File: src/rtl/control_contador4b_pkg.sv
// control_contador4b_pkg: mode constants and FSM state encoding shared by the
// command sequencer and its pulse counter.
`default_nettype none

package control_contador4b_pkg;

  localparam logic [1:0] MODO_ARRIBA = 2'b00;
  localparam logic [1:0] MODO_ABAJO  = 2'b01;
  localparam logic [1:0] MODO_ABAJO3 = 2'b10;
  localparam logic [1:0] MODO_CARGA  = 2'b11;

  typedef enum logic [1:0] {
    IDLE  = 2'd0,
    CARGA = 2'd1,
    CORRE = 2'd2,
    FIN   = 2'd3
  } estado_t;

endpackage

`default_nettype wire

File: src/rtl/control_contador4b_contador_pulsos.sv
// contador_pulsos: saturating RCO-pulse counter with synchronous clear and a
// match flag that fires when the pending increment reaches the target.
`default_nettype none

module contador_pulsos #(
  parameter int VW = 8
) (
  input  logic          clk,
  input  logic          reset,
  input  logic          clr,
  input  logic          inc,
  input  logic [VW-1:0] objetivo,
  output logic [VW-1:0] cuenta,
  output logic          match
);

  localparam logic [VW-1:0] UNO = {{(VW-1){1'b0}}, 1'b1};

  logic [VW-1:0] siguiente;

  always_comb begin
    siguiente = (cuenta == {VW{1'b1}}) ? cuenta : cuenta + UNO;
  end

  assign match = inc && (siguiente == objetivo);

  always_ff @(posedge clk) begin
    if (reset || clr) begin
      cuenta <= '0;
    end else if (inc) begin
      cuenta <= siguiente;
    end
  end

endmodule

`default_nettype wire

File: src/rtl/control_contador4b.sv
// control_contador4b: command sequencer driving enb/D/modo of a 4-bit counter,
// counting RCO pulses until a programmed target and reporting the final Q.
`default_nettype none

module control_contador4b
  import control_contador4b_pkg::*;
#(
  parameter int VW = 8
) (
  input  logic          clk,
  input  logic          reset,
  input  logic          cmd_valid,
  output logic          cmd_ready,
  input  logic [1:0]    cmd_modo,
  input  logic          cmd_cargar,
  input  logic [3:0]    cmd_dato,
  input  logic [VW-1:0] cmd_vueltas,
  input  logic          abortar,
  output logic          enb,
  output logic [3:0]    D,
  output logic [1:0]    modo,
  input  logic [3:0]    Q,
  input  logic          RCO,
  output logic          ocupado,
  output logic          listo,
  output logic [3:0]    q_final,
  output logic [VW-1:0] rco_cuenta
);

  estado_t       estado, sig;
  logic [1:0]    l_modo;
  logic [VW-1:0] l_vueltas;
  logic          aceptar, clr, inc, match;
  logic [3:0]    d_sig;
  logic [1:0]    modo_sig;

  assign cmd_ready = (estado == IDLE) && !reset;
  assign aceptar   = cmd_valid && cmd_ready;

  contador_pulsos #(.VW(VW)) u_pulsos (
    .clk      (clk),
    .reset    (reset),
    .clr      (clr),
    .inc      (inc),
    .objetivo (l_vueltas),
    .cuenta   (rco_cuenta),
    .match    (match)
  );

  always_comb begin
    sig      = estado;
    clr      = 1'b0;
    inc      = 1'b0;
    d_sig    = D;
    modo_sig = modo;
    case (estado)
      IDLE: begin
        if (aceptar) begin
          clr = 1'b1;
          if (cmd_modo == MODO_CARGA || cmd_cargar) begin
            sig      = CARGA;
            d_sig    = cmd_dato;
            modo_sig = MODO_CARGA;
          end else begin
            sig      = CORRE;
            modo_sig = cmd_modo;
          end
        end
      end
      CARGA: begin
        if (abortar) begin
          sig = IDLE;
        end else if (l_modo == MODO_CARGA || l_vueltas == '0) begin
          sig = FIN;
        end else begin
          sig      = CORRE;
          modo_sig = l_modo;
        end
      end
      CORRE: begin
        // Abort takes priority over a completing RCO, and freezes the count.
        if (abortar) begin
          sig = IDLE;
        end else if (l_vueltas == '0) begin
          sig = FIN;
        end else if (RCO) begin
          inc = 1'b1;
          if (match) sig = FIN;
        end
      end
      FIN:     sig = IDLE;
      default: sig = IDLE;
    endcase
  end

  // Outputs are registered from the next state so they line up with the state.
  always_ff @(posedge clk) begin
    if (reset) begin
      estado    <= IDLE;
      enb       <= 1'b0;
      D         <= 4'd0;
      modo      <= MODO_ARRIBA;
      ocupado   <= 1'b0;
      listo     <= 1'b0;
      q_final   <= 4'd0;
      l_modo    <= MODO_ARRIBA;
      l_vueltas <= '0;
    end else begin
      estado  <= sig;
      enb     <= (sig == CARGA) || (sig == CORRE);
      ocupado <= (sig != IDLE);
      listo   <= (sig == FIN);
      D       <= d_sig;
      modo    <= modo_sig;
      if (estado == FIN) q_final <= Q;
      if (aceptar) begin
        l_modo    <= cmd_modo;
        l_vueltas <= cmd_vueltas;
      end
    end
  end

endmodule

`default_nettype wire

File: config.mk
export PLATFORM = sky130hd
export DESIGN_NAME = control_contador4b
export DESIGN_NICKNAME = d
export VERILOG_FILES = /design/src/rtl/control_contador4b_pkg.sv /design/src/rtl/control_contador4b_contador_pulsos.sv /design/src/rtl/control_contador4b.sv
export SDC_FILE = /design/constraint.sdc
export NUM_CORES = 1
export LEC_CHECK = 0
export CELL_PAD_IN_SITES_DETAIL_PLACEMENT = 0
export CELL_PAD_IN_SITES_GLOBAL_PLACEMENT = 1
export CORE_UTILIZATION = 36
export DETAILED_ROUTE_END_ITERATION = 16
export PLACE_DENSITY = 0.89
export SLEW_MARGIN = 15
export SYNTH_ARGS = -nofsm -noshare
export SYNTH_HDL_FRONTEND = slang
export SYNTH_HIERARCHICAL = 1
export SYNTH_SLANG_ARGS = --single-unit
File: constraint.sdc
create_clock -name clk -period 3.66 [get_ports clk]
set_clock_uncertainty 0.05 [all_clocks]
set_input_delay 0.549 -clock clk [delete_from_list [all_inputs] [get_ports clk]]
set_output_delay 0.549 -clock clk [all_outputs]
set_load 0.02 [all_outputs]
==> flow_summary.ini, run 1 <==
; generated from flow reports
[run_status]
outcome = completed

[power_and_ir_drop]
power_mw = 0.8258
p_leak_nw = 0.8383
p_per_area_nw_per_um2 = 347.7
combinationalPowerShare_pct = 15.1
seq_cell_power_mw = 0.395

[yosys]
synth.cellmix.adderShare_pct = 2.080
post_synth_arst_share_pct = 0
netlist-cell-type-count = 49
yosys_most_used_dff = dfxtp_1
synth_simple_gate_area_share_pct = 26.70
synth.top_cells.by_count = dfxtp_1, nor2_1, nand2_1
yosysTopAreaCell = dfxtp_1
post_synth_main_area_contributors = dfxtp_1, nor2_1, nand2_1
ys_seq_elements = 33
synth.cellmix.xorXnorShare_pct = 5.340

[setup_path]
worst_path_most_repeated_cell = ha_1
cp-end-kind = register
crit_family = simple AND/OR/NAND/NOR gates
cp.depth = 10
critPathRequiredTime_ns = 3.79
reg2reg_setup_slack_ns = 0.70
timing.critical_path.arrival_ns = 3.09
worst_setup_path_endpoint = enb$_SDFF_PP0_
critPathKind = register to register
cp_cell_sequence = ha_1, nand4_1, nor2_1, mux2i_1, o221ai_2, a2111oi_2, and3_1, a2111oi_4, ha_1, nor2b_1
cpMaxStageDelayCell = dfxtp_1

[clock_network]
cts_post_setup_buffers_inserted = 0
max-clock-path-buffers = 2
post_cts.resized_instances = 0
cts_root_buf = clkbuf_8
cts_num_sinks = 33
cts_hold_buffers_added = 0
worst_setup_hold_path_clk_slew_ns = 0.07

[layout]
layout.clock.cell_area_share_pct = 4.268
layout.area.top_class = logic gates
stdcell_count = 323
logic_share_of_the_area_pct = 43.52
area_growth_syn_to_layout_pct = 31.62
n_all_inverters = 6

[sta]
fin_ws_ns = 0.6955
final_hold_viol_count = 0
hold_ws_ns = 0.4066

[floorplan]
pin_count = 46

[place]
gp_congestion = 0.8232
post-dp-hpwl_um = 2994
placed_area_sq_um = 2273
cell_count_after_placement = 315

[route]
drt_wl_total_um = 4089
vias = 1667

[global_routing]
globalRoute.busiestLayer = met2
use_met2_pct = 26.69
via_count_of_the_first_global_routing_pass = 1501

[hold_path]
timing.hold.worst_path_depth = 2
-- run 1: metal layers --
| metal | share of wire [%] | routed length (um) | up-vias |
|---|---|---|---|
| met5 | 0 | 0 | - |
| met4 | 1.0 | 41 | 0 |
| met3 | 6.7 | 272 | 4 |
| met2 | 44 | 1818 | 52 |
| met1 | 48 | 1957 | 771 |
| li1 | - | - | 840 |
-- run 1: registers in the layout, summed over array words and instances, names as in the netlist --
register	cells
D	4
enb	1
estado	2
l_modo	2
l_vueltas	8
listo	1
modo	2
ocupado	1
q_final	4
u_pulsos/cuenta	8
**Run 1: gate families picked out**

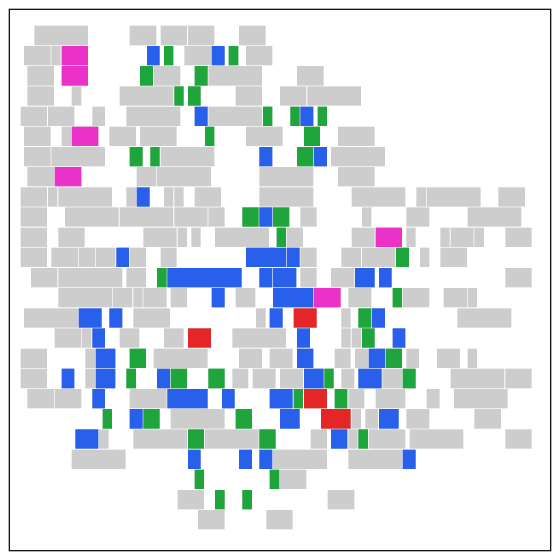
Key: inverting AOI/OAI gates = blue [cells 46]; NAND gates = green [cells 41]; AND-OR and OR-AND gates = red [cells 4]; multiplexers = magenta [cells 6]

**Run 1: routing congestion**

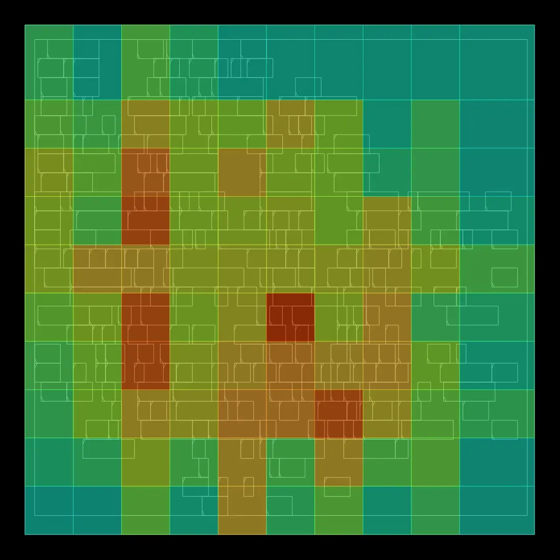
fraction of met3 tracks used by global routing: 6.354%
wire length per cell after detailed routing: 12.66 um
global-route usage over all layers: 16.74%

**Run 1: cell sizes after repair**

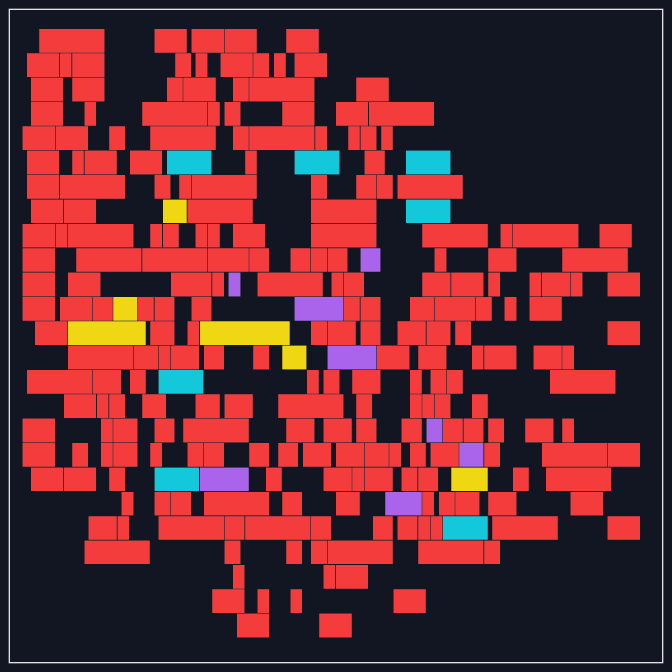
Key: drive 1 or less = red [cells 235, share 92%]; drive 3 to 4 = yellow [cells 6, share 2.3%]; drive 6 and up = cyan [cells 7, share 2.7%]; drive 2 = purple [cells 8, share 3.1%]

**Run 1: wiring by layer**

Only two layers are drawn.
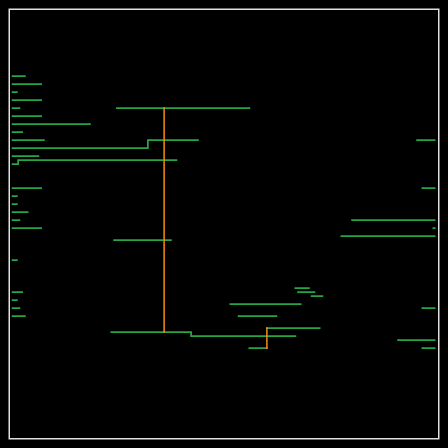

--- run 2 (diff from run 1) ---
--- a/config.mk
+++ b/config.mk
@@ -7,9 +7,9 @@
 export LEC_CHECK = 0
 export CELL_PAD_IN_SITES_DETAIL_PLACEMENT = 0
 export CELL_PAD_IN_SITES_GLOBAL_PLACEMENT = 1
-export CORE_UTILIZATION = 36
+export CORE_UTILIZATION = 32
 export DETAILED_ROUTE_END_ITERATION = 16
-export PLACE_DENSITY = 0.89
+export PLACE_DENSITY = 0.84
 export SLEW_MARGIN = 15
 export SYNTH_ARGS = -nofsm -noshare
 export SYNTH_HDL_FRONTEND = slang
==> constraint.sdc (replaced) <==
create_clock -name clk -period 2.7 [get_ports clk]
set_clock_uncertainty 0.05 [all_clocks]
set_input_delay 0.405 -clock clk [delete_from_list [all_inputs] [get_ports clk]]
set_output_delay 0.405 -clock clk [all_outputs]
set_load 0.02 [all_outputs]
**Run 2: wiring by layer**

Only two layers are drawn.
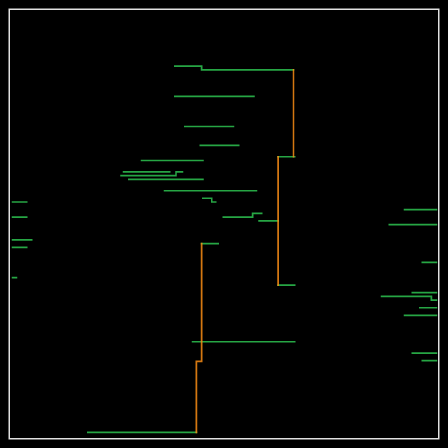
Key: met3 = green [wire length 233 um]; met4 = orange [wire length 73.7 um]

**Run 2: routing congestion**

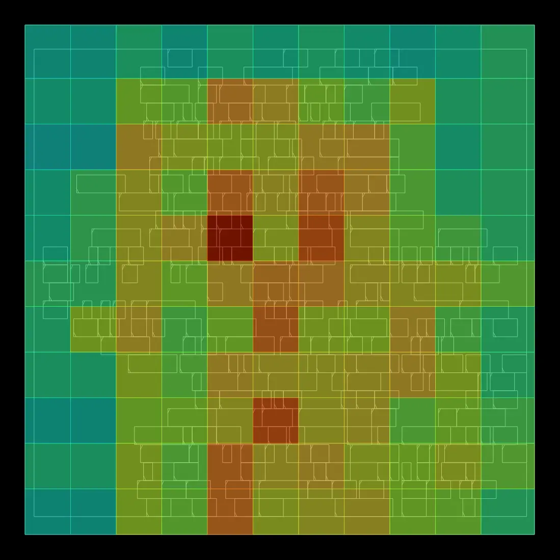
Final Core Density: 48.53%
global-route usage over all layers: 16.08%
wire length per cell after detailed routing: 13.14 um
global routing's busiest layer: met2

==> flow_summary.ini, run 2 <==
; generated from flow reports
[setup_path]
critPathKind = register to register
timing.critical_path.arrival_ns = 2.77
reg2reg_setup_slack_ns = 0.07
startpoint_types = register
worst_setup_path_endpoint = enb$_SDFF_PP0_
cp-end-kind = register
critPathRequiredTime_ns = 2.84

[clock_network]
worstSkewPairLatency_ns = 0.29
cts_num_sinks = 33
cts_post_setup_buffers_inserted = 0
cts_hold_buffers_added = 0
max-clock-path-buffers = 2
cts_root_buf = clkbuf_8
worst_setup_hold_path_clk_slew_ns = 0.07
post_cts.resized_instances = 0
h_tree_levels = 2

[yosys]
synth.cellmix.xorXnorShare_pct = 5.340
ys_seq_elements = 33
netlist.top_cell.by_instances = dfxtp_1
synth.cellmix.adderShare_pct = 2.080
post_synth_main_area_contributors = dfxtp_1, nor2_1, nand2_1
yosys_area_sq_um = 1804
post_synth_arst_share_pct = 0
synth_simple_gate_area_share_pct = 26.70
yosysCellCount = 213
netlist-cell-type-count = 49
yosys_most_used_dff = dfxtp_1
mux_area_share_pct = 3.329
yosysTopAreaCell = dfxtp_1
ys_warn_count = 6
synth.top_cells.by_count = dfxtp_1, nor2_1, nand2_1

[layout]
layout_top_registers = l_vueltas (8), u_pulsos/cuenta (8)
stdcell_count = 342
sequential_cell_area_sq_um = 663.1
lay_top_cells = clkdlybuf4s50_1, dfxtp_1, nor2_1
area_growth_syn_to_layout_pct = 41.75

[route]
drt_drc_violations_left = 0
drt_wl_total_um = 4493
vias = 1693

[power_and_ir_drop]
pg_comb_mw = 0.191
pwr.group.clock_mw = 0.490
power_mw = 1.213
p_leak_nw = 0.9266
power.sequential.fraction_pct = 43.8
combinationalPowerShare_pct = 15.8
p_per_area_nw_per_um2 = 474.2
clockPowerShare_pct = 40.4
seq_cell_power_mw = 0.531

[floorplan]
placeable_area_sq_um = 5270
floorplan.initialDensity_pct = 34.24
die_h_um = 77.09
rows = 26
pin_count = 46

[sta]
hold_ws_ns = 0.4038
slew-limit-headroom_pct = 69.84
final_hold_viol_count = 0
final_worst_path_period_share_pct = 97.55
fin_ws_ns = 0.06610

[place]
gp_congestion = 0.8331
post-dp-hpwl_um = 3309
placed_area_sq_um = 2402
cell_count_after_placement = 334

[global_routing]
grt_util_met1_pct = 20.19
use_met2_pct = 25.62
grt_max_degree = 27
via_count_of_the_first_global_routing_pass = 1583
globalRouteMet3Util_pct = 4.286

[run_status]
outcome = completed

[hold_path]
timing.hold.worst_path_depth = 2

[run]
log.warning_count = 27
==> run 2: worst max-delay path, cell delays in order, from the launching register on <==
cell       delay, ns
dfxtp_2         0.34
ha_4            0.18
and4_4          0.22
a211o_1         0.31
a32oi_2         0.24
o221ai_2        0.14
a2111oi_2       0.33
and3_1          0.25
a2111oi_4       0.05
ha_1            0.30
nor2b_1         0.13
==> run 2: cell type report <==
class	count	area share (%)
clock inverter	2	1.468
sequential	33	25.93
timing repair buffer	64	23.19
multi-input combinational	161	41.88
tap	70	3.425
inverter	6	0.8806
clock buffer	6	3.229
==> run 2: metal layers <==
metal | up-vias | wire length (um)
li1 | 867 | -
met2 | 44 | 2121
met1 | 775 | 2065
met4 | 0 | 73
met3 | 7 | 232
met5 | - | 0
